--- src/rtl/afe_cfg_pkg.sv ---
// Shared types, constants and frame formatting for the AFE register-programming sequencer.
package afe_cfg_pkg;

    localparam int FRAME_W        = 16;
    localparam int REG_W          = 9;
    localparam int NUM_WORDS      = 12;
    localparam int WORDS_PER_CHIP = 6;

    localparam logic [2:0] ADDR_CONFIG  = 3'd0;
    localparam logic [2:0] ADDR_MUX     = 3'd1;
    localparam logic [2:0] ADDR_GAINA   = 3'd2;
    localparam logic [2:0] ADDR_GAINB   = 3'd3;
    localparam logic [2:0] ADDR_OFFSETA = 3'd4;
    localparam logic [2:0] ADDR_OFFSETB = 3'd5;

    typedef enum logic [2:0] {
        IDLE,
        LOAD,
        FRAME,
        GAP,
        FIN
    } state_e;

    // Write frame: R/W bit (0 = write), 3-bit address, 3 reserved zeros, 9-bit data.
    function automatic logic [FRAME_W-1:0] build_frame(input logic [2:0]       addr,
                                                       input logic [REG_W-1:0] data);
        return {1'b0, addr, 3'b000, data};
    endfunction

endpackage

--- src/rtl/afe_sif_tx.sv ---
// One-word serial transmitter: divides the system clock into SCLK and shifts a 16-bit frame out MSB first.
module afe_sif_tx
    import afe_cfg_pkg::*;
#(
    parameter int CLK_DIV = 4
) (
    input  logic               clk_i,
    input  logic               rst_i,
    input  logic               start_i,
    input  logic [FRAME_W-1:0] word_i,
    input  logic               chip2_i,
    output logic               sclk_o,
    output logic               sdata_o,
    output logic               sload1_n_o,
    output logic               sload2_n_o,
    output logic               word_done_o
);

    localparam int               DIV_W    = $clog2(CLK_DIV + 1);
    localparam logic [DIV_W-1:0] DIV_LAST = DIV_W'(CLK_DIV - 1);

    logic               active_q, active_d;
    logic               tail_q, tail_d;
    logic [DIV_W-1:0]   div_q, div_d;
    logic [3:0]         bit_q, bit_d;
    logic               sclk_q, sclk_d;
    logic               sdata_q, sdata_d;
    logic               sload1_n_q, sload1_n_d;
    logic               sload2_n_q, sload2_n_d;
    logic [FRAME_W-2:0] shreg_q;
    logic               half_tick;
    logic               shift;

    assign half_tick = active_q && (div_q == DIV_LAST);
    assign shift     = half_tick && sclk_q && !tail_q;

    // After the 16th falling edge the strobe is held low one more half-period (tail).
    assign word_done_o = half_tick && tail_q;

    always_comb begin
        active_d   = active_q;
        tail_d     = tail_q;
        div_d      = div_q;
        bit_d      = bit_q;
        sclk_d     = sclk_q;
        sdata_d    = sdata_q;
        sload1_n_d = sload1_n_q;
        sload2_n_d = sload2_n_q;
        if (start_i) begin
            active_d   = 1'b1;
            tail_d     = 1'b0;
            div_d      = '0;
            bit_d      = 4'd15;
            sclk_d     = 1'b0;
            sdata_d    = word_i[FRAME_W-1];
            sload1_n_d = chip2_i;
            sload2_n_d = !chip2_i;
        end else if (active_q) begin
            div_d = half_tick ? '0 : div_q + DIV_W'(1);
            if (half_tick) begin
                if (tail_q) begin
                    active_d   = 1'b0;
                    tail_d     = 1'b0;
                    sdata_d    = 1'b0;
                    sload1_n_d = 1'b1;
                    sload2_n_d = 1'b1;
                end else if (!sclk_q) begin
                    sclk_d = 1'b1;
                end else begin
                    // Data moves on the falling edge so the AFE samples a settled bit on the rise.
                    sclk_d  = 1'b0;
                    sdata_d = shreg_q[FRAME_W-2];
                    if (bit_q == 4'd0) begin
                        tail_d = 1'b1;
                    end else begin
                        bit_d = bit_q - 4'd1;
                    end
                end
            end
        end
    end

    always_ff @(posedge clk_i or posedge rst_i) begin
        if (rst_i) begin
            active_q   <= 1'b0;
            tail_q     <= 1'b0;
            div_q      <= '0;
            bit_q      <= 4'd0;
            sclk_q     <= 1'b0;
            sdata_q    <= 1'b0;
            sload1_n_q <= 1'b1;
            sload2_n_q <= 1'b1;
        end else begin
            active_q   <= active_d;
            tail_q     <= tail_d;
            div_q      <= div_d;
            bit_q      <= bit_d;
            sclk_q     <= sclk_d;
            sdata_q    <= sdata_d;
            sload1_n_q <= sload1_n_d;
            sload2_n_q <= sload2_n_d;
        end
    end

    always_ff @(posedge clk_i) begin
        if (start_i) begin
            shreg_q <= word_i[FRAME_W-2:0];
        end else if (shift) begin
            shreg_q <= {shreg_q[FRAME_W-3:0], 1'b0};
        end
    end

    assign sclk_o     = sclk_q;
    assign sdata_o    = sdata_q;
    assign sload1_n_o = sload1_n_q;
    assign sload2_n_o = sload2_n_q;

endmodule

--- src/rtl/afe_cfg_seq.sv ---
// AFE configuration sequencer: snapshots twelve register values on a write request and
// programs both AFE chips over the shared serial interface, then flags the config valid.
module afe_cfg_seq
    import afe_cfg_pkg::*;
#(
    parameter int CLK_DIV = 4
) (
    input  logic             adc_clk,
    input  logic             rest,
    input  logic             wrpara_eable,
    input  logic [REG_W-1:0] cmd_config1,
    input  logic [REG_W-1:0] cmd_mux1,
    input  logic [REG_W-1:0] cmd_gaina1,
    input  logic [REG_W-1:0] cmd_gainb1,
    input  logic [REG_W-1:0] cmd_offseta1,
    input  logic [REG_W-1:0] cmd_offsetb1,
    input  logic [REG_W-1:0] cmd_config2,
    input  logic [REG_W-1:0] cmd_mux2,
    input  logic [REG_W-1:0] cmd_gaina2,
    input  logic [REG_W-1:0] cmd_gainb2,
    input  logic [REG_W-1:0] cmd_offseta2,
    input  logic [REG_W-1:0] cmd_offsetb2,
    output logic             afe_sclk,
    output logic             afe_sdata,
    output logic             afe_sload1_n,
    output logic             afe_sload2_n,
    output logic             cfg_busy,
    output logic             cfg_done,
    output logic             cfg_valid
);

    localparam int               GAP_W    = $clog2(2 * CLK_DIV + 1);
    localparam logic [GAP_W-1:0] GAP_LAST = GAP_W'(2 * CLK_DIV - 1);
    localparam logic [3:0]       IDX_LAST = 4'(NUM_WORDS - 1);

    state_e             state_q, state_d;
    logic               wr_q;
    logic               pend_q, pend_d;
    logic [3:0]         idx_q, idx_d;
    logic [GAP_W-1:0]   gap_q, gap_d;
    logic               busy_q, done_q, valid_q;
    logic               trig;
    logic               start;
    logic               word_done;
    logic               chip2;
    logic [2:0]         slot;
    logic [2:0]         addr;
    logic [FRAME_W-1:0] word;
    logic [REG_W-1:0]   cmd_w  [NUM_WORDS];
    logic [REG_W-1:0]   snap_q [NUM_WORDS];

    assign cmd_w = '{cmd_config1, cmd_mux1, cmd_gaina1, cmd_gainb1, cmd_offseta1, cmd_offsetb1,
                     cmd_config2, cmd_mux2, cmd_gaina2, cmd_gainb2, cmd_offseta2, cmd_offsetb2};

    assign trig = wrpara_eable && !wr_q;

    always_comb begin
        state_d = state_q;
        pend_d  = pend_q;
        idx_d   = idx_q;
        gap_d   = '0;
        start   = 1'b0;
        if (trig && (state_q inside {LOAD, FRAME, GAP})) begin
            pend_d = 1'b1;
        end
        unique case (state_q)
            IDLE: begin
                if (trig) begin
                    state_d = LOAD;
                end
            end
            LOAD: begin
                idx_d   = 4'd0;
                start   = 1'b1;
                state_d = FRAME;
            end
            FRAME: begin
                if (word_done) begin
                    state_d = GAP;
                end
            end
            GAP: begin
                gap_d = gap_q + GAP_W'(1);
                if (gap_q == GAP_LAST) begin
                    gap_d = '0;
                    if (idx_q < IDX_LAST) begin
                        idx_d   = idx_q + 4'd1;
                        start   = 1'b1;
                        state_d = FRAME;
                    end else begin
                        state_d = FIN;
                    end
                end
            end
            FIN: begin
                // A request arriving in FIN itself is treated like a pending one.
                pend_d  = 1'b0;
                state_d = (pend_q || trig) ? LOAD : IDLE;
            end
            default: state_d = IDLE;
        endcase
    end

    // Word selection uses the index of the frame about to start.
    always_comb begin
        chip2 = (idx_d >= 4'(WORDS_PER_CHIP));
        slot  = 3'(chip2 ? idx_d - 4'(WORDS_PER_CHIP) : idx_d);
        unique case (slot)
            3'd0:    addr = ADDR_CONFIG;
            3'd1:    addr = ADDR_MUX;
            3'd2:    addr = ADDR_GAINA;
            3'd3:    addr = ADDR_GAINB;
            3'd4:    addr = ADDR_OFFSETA;
            3'd5:    addr = ADDR_OFFSETB;
            default: addr = ADDR_CONFIG;
        endcase
        word = build_frame(addr, snap_q[idx_d]);
    end

    always_ff @(posedge adc_clk or posedge rest) begin
        if (rest) begin
            state_q <= IDLE;
            wr_q    <= 1'b0;
            pend_q  <= 1'b0;
            idx_q   <= 4'd0;
            gap_q   <= '0;
            busy_q  <= 1'b0;
            done_q  <= 1'b0;
            valid_q <= 1'b0;
        end else begin
            state_q <= state_d;
            wr_q    <= wrpara_eable;
            pend_q  <= pend_d;
            idx_q   <= idx_d;
            gap_q   <= gap_d;
            busy_q  <= (state_d inside {LOAD, FRAME, GAP});
            done_q  <= (state_d == FIN);
            valid_q <= (state_d == FIN) || (valid_q && (state_d != LOAD));
        end
    end

    always_ff @(posedge adc_clk) begin
        if (state_d == LOAD) begin
            snap_q <= cmd_w;
        end
    end

    afe_sif_tx #(
        .CLK_DIV (CLK_DIV)
    ) u_tx (
        .clk_i       (adc_clk),
        .rst_i       (rest),
        .start_i     (start),
        .word_i      (word),
        .chip2_i     (chip2),
        .sclk_o      (afe_sclk),
        .sdata_o     (afe_sdata),
        .sload1_n_o  (afe_sload1_n),
        .sload2_n_o  (afe_sload2_n),
        .word_done_o (word_done)
    );

    assign cfg_busy  = busy_q;
    assign cfg_done  = done_q;
    assign cfg_valid = valid_q;

endmodule

--- config.mk ---
export PLATFORM = sky130hd
export DESIGN_NAME = afe_cfg_seq
export DESIGN_NICKNAME = d
export VERILOG_FILES = /design/src/rtl/afe_cfg_pkg.sv /design/src/rtl/afe_sif_tx.sv /design/src/rtl/afe_cfg_seq.sv
export SDC_FILE = /design/constraint.sdc
export NUM_CORES = 1
export LEC_CHECK = 0
export ABC_AREA = 1
export ABC_CLOCK_PERIOD_IN_PS = 3780
export CORE_UTILIZATION = 48
export DETAILED_ROUTE_END_ITERATION = 10
export PLACE_DENSITY_LB_ADDON = 0.2
export RECOVER_POWER = 25
export SYNTH_ARGS = -nofsm -noshare
export SYNTH_HDL_FRONTEND = slang
export SYNTH_HIERARCHICAL = 1
export SYNTH_SLANG_ARGS = --single-unit
--- constraint.sdc ---
create_clock -name adc_clk -period 3.78 [get_ports adc_clk]
set_input_delay 1.134 -clock adc_clk [delete_from_list [all_inputs] [get_ports adc_clk]]
set_output_delay 1.134 -clock adc_clk [all_outputs]
set_load 0.02 [all_outputs]
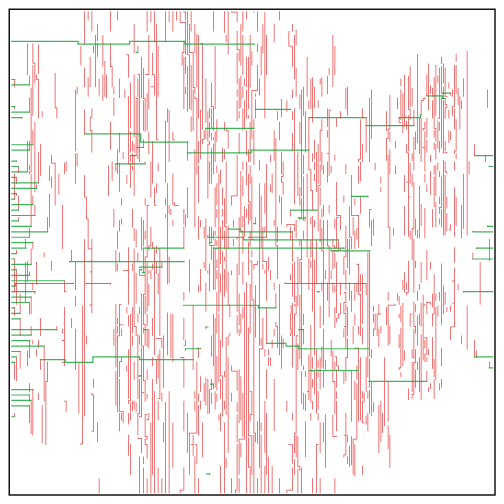
metal_stack.png
Scale: 4 px per µm. Two of the layers only.
red -> met2  # wire length 7050 µm
green -> met3  # wire length 732 µm

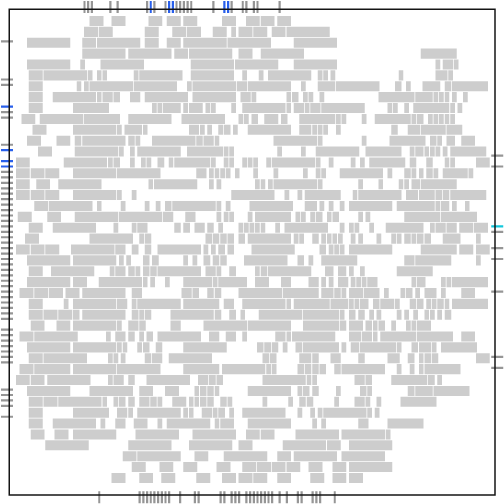
pins.png
Scale: 4 px per µm. Pins as bars across the die edge, other pins in gray.
blue -> cmd_offsetb2  # pins 9, direction input, edge 5 top, 4 left
cyan -> afe_sload2_n  # pins 1, direction output, edge right
all pins by edge = 50 left, 34 bottom, 25 top, 9 right

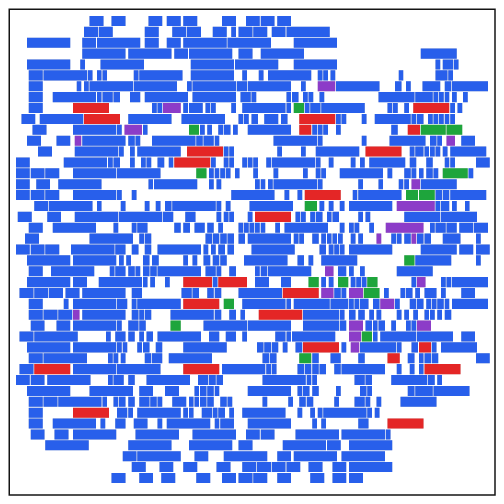
drive_strength.png
Scale: 4 px per µm.
green -> drive 3 to 4  # cells 18, most used buf_4
blue -> drive 1 or less  # cells 722, most used nand2_1
purple -> drive 2  # cells 20, most used nand3_2
red -> drive 6 and up  # cells 24, most used clkbuf_16

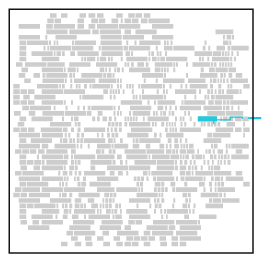
port_nets.png
Scale: 2 px per µm.
cyan -> afe_sload2_n  # direction output, edge right, end cells 1, buffers 1, wire 19.8 µm
number of placed I/O pins: 118
count of input and output buffers: 117

==> flow_metrics.tcl <==
# collected from the flow reports
set metrics [dict create \
    status "finished clean" \
    yosys.area_share.xor_xnor_pct 0.1287 \
    floorplan.tapcells 180 \
    grt_overflow 0 \
    synthAoiAreaFrac_pct 3.751 \
    detail-route-antenna-nets 0 \
    power.switching_mw 0.7098 \
    yosys_cells 648 \
    routed_via_count 4815 \
    dpl_cell_area_mm2 0.008162 \
    finalSetupTns_ns 0 \
    power_leakage_nw 3.534 \
    post_synth.cell_area_avg_um2 10.50 \
    crit_path_max_fanout 37 \
    yosys-stat-area_mm2 0.006805 \
    crit_end_element "flip-flop" \
    sw_frac_of_total_pct 20.23 \
    drc_errors 0 \
    routedWlPerCell_um 14.65 \
    crit_arrival_ns 3.23 \
    critical_path_buf_inv_count 1 \
    numCtsBuffers 17 \
    preCtsSetupSlack_ns 0.5271 \
    combPwrFrac_pct 3.2 \
    post_synth_inst_count 648 \
    yosys.area_share.simple_pct 22.96 \
    dominant_cells "sequential cells" \
    antenna-diode-count 0 \
    clock_path_buffers 2 \
    number_of_pins_exceeding_their_max_slew_limit_in_the_final_report 0 \
    fillCellCount 1137 \
    via_count_of_the_first_global_routing_pass 4815 \
    holdWs_ns 0.4624 \
    drv.max_cap_violation_count 0 \
    area_used_by_multi_input_combinational_logic_mm2 0.001907 \
    clkbuf_count 18 \
    cp_top_family "simple AND/OR/NAND/NOR gates" \
    post-route-period-util_pct 80.63 \
    worst_slew_pin_slew_ns 0.6678 \
    post-synth-top-area-cell "sky130_fd_sc_hd__edfxtp_1" \
    max_slew_headroom_pct 55.37 \
    critPathKind "reg -> reg" \
    post-layout-total-power_mw 3.509 \
    buffers 126 \
    r2r_end "u_tx/shreg_q[1]" \
    crit_slowest_cell "sky130_fd_sc_hd__nand2_2" \
    crit_path_max_incr_delay_ns 0.44 \
    power.ir.vdd_worst_mv 0.3915 \
]
[registers in the layout, indices dropped and copies added (netlist names), 3 cells and up]
| name | cells |
|---|---|
| u_tx/div_q | 3 |
| idx_q | 4 |
| u_tx/shreg_q | 15 |
| state_q | 3 |
| u_tx/bit_q | 4 |
| gap_q | 4 |
| snap_q | 108 |
[power by group through the flow]
stage | logic [mW] | clock network, mW | registers (mW)
CTS | 0.127 | 1.62 | 1.81
detailed placement | 0.127 | 0 | 1.84
finish | 0.111 | 1.59 | 1.81
global route | 0.118 | 1.68 | 1.81
global placement | 0.126 | 0 | 1.84
floorplan | 0.00591 | 0 | 1.84
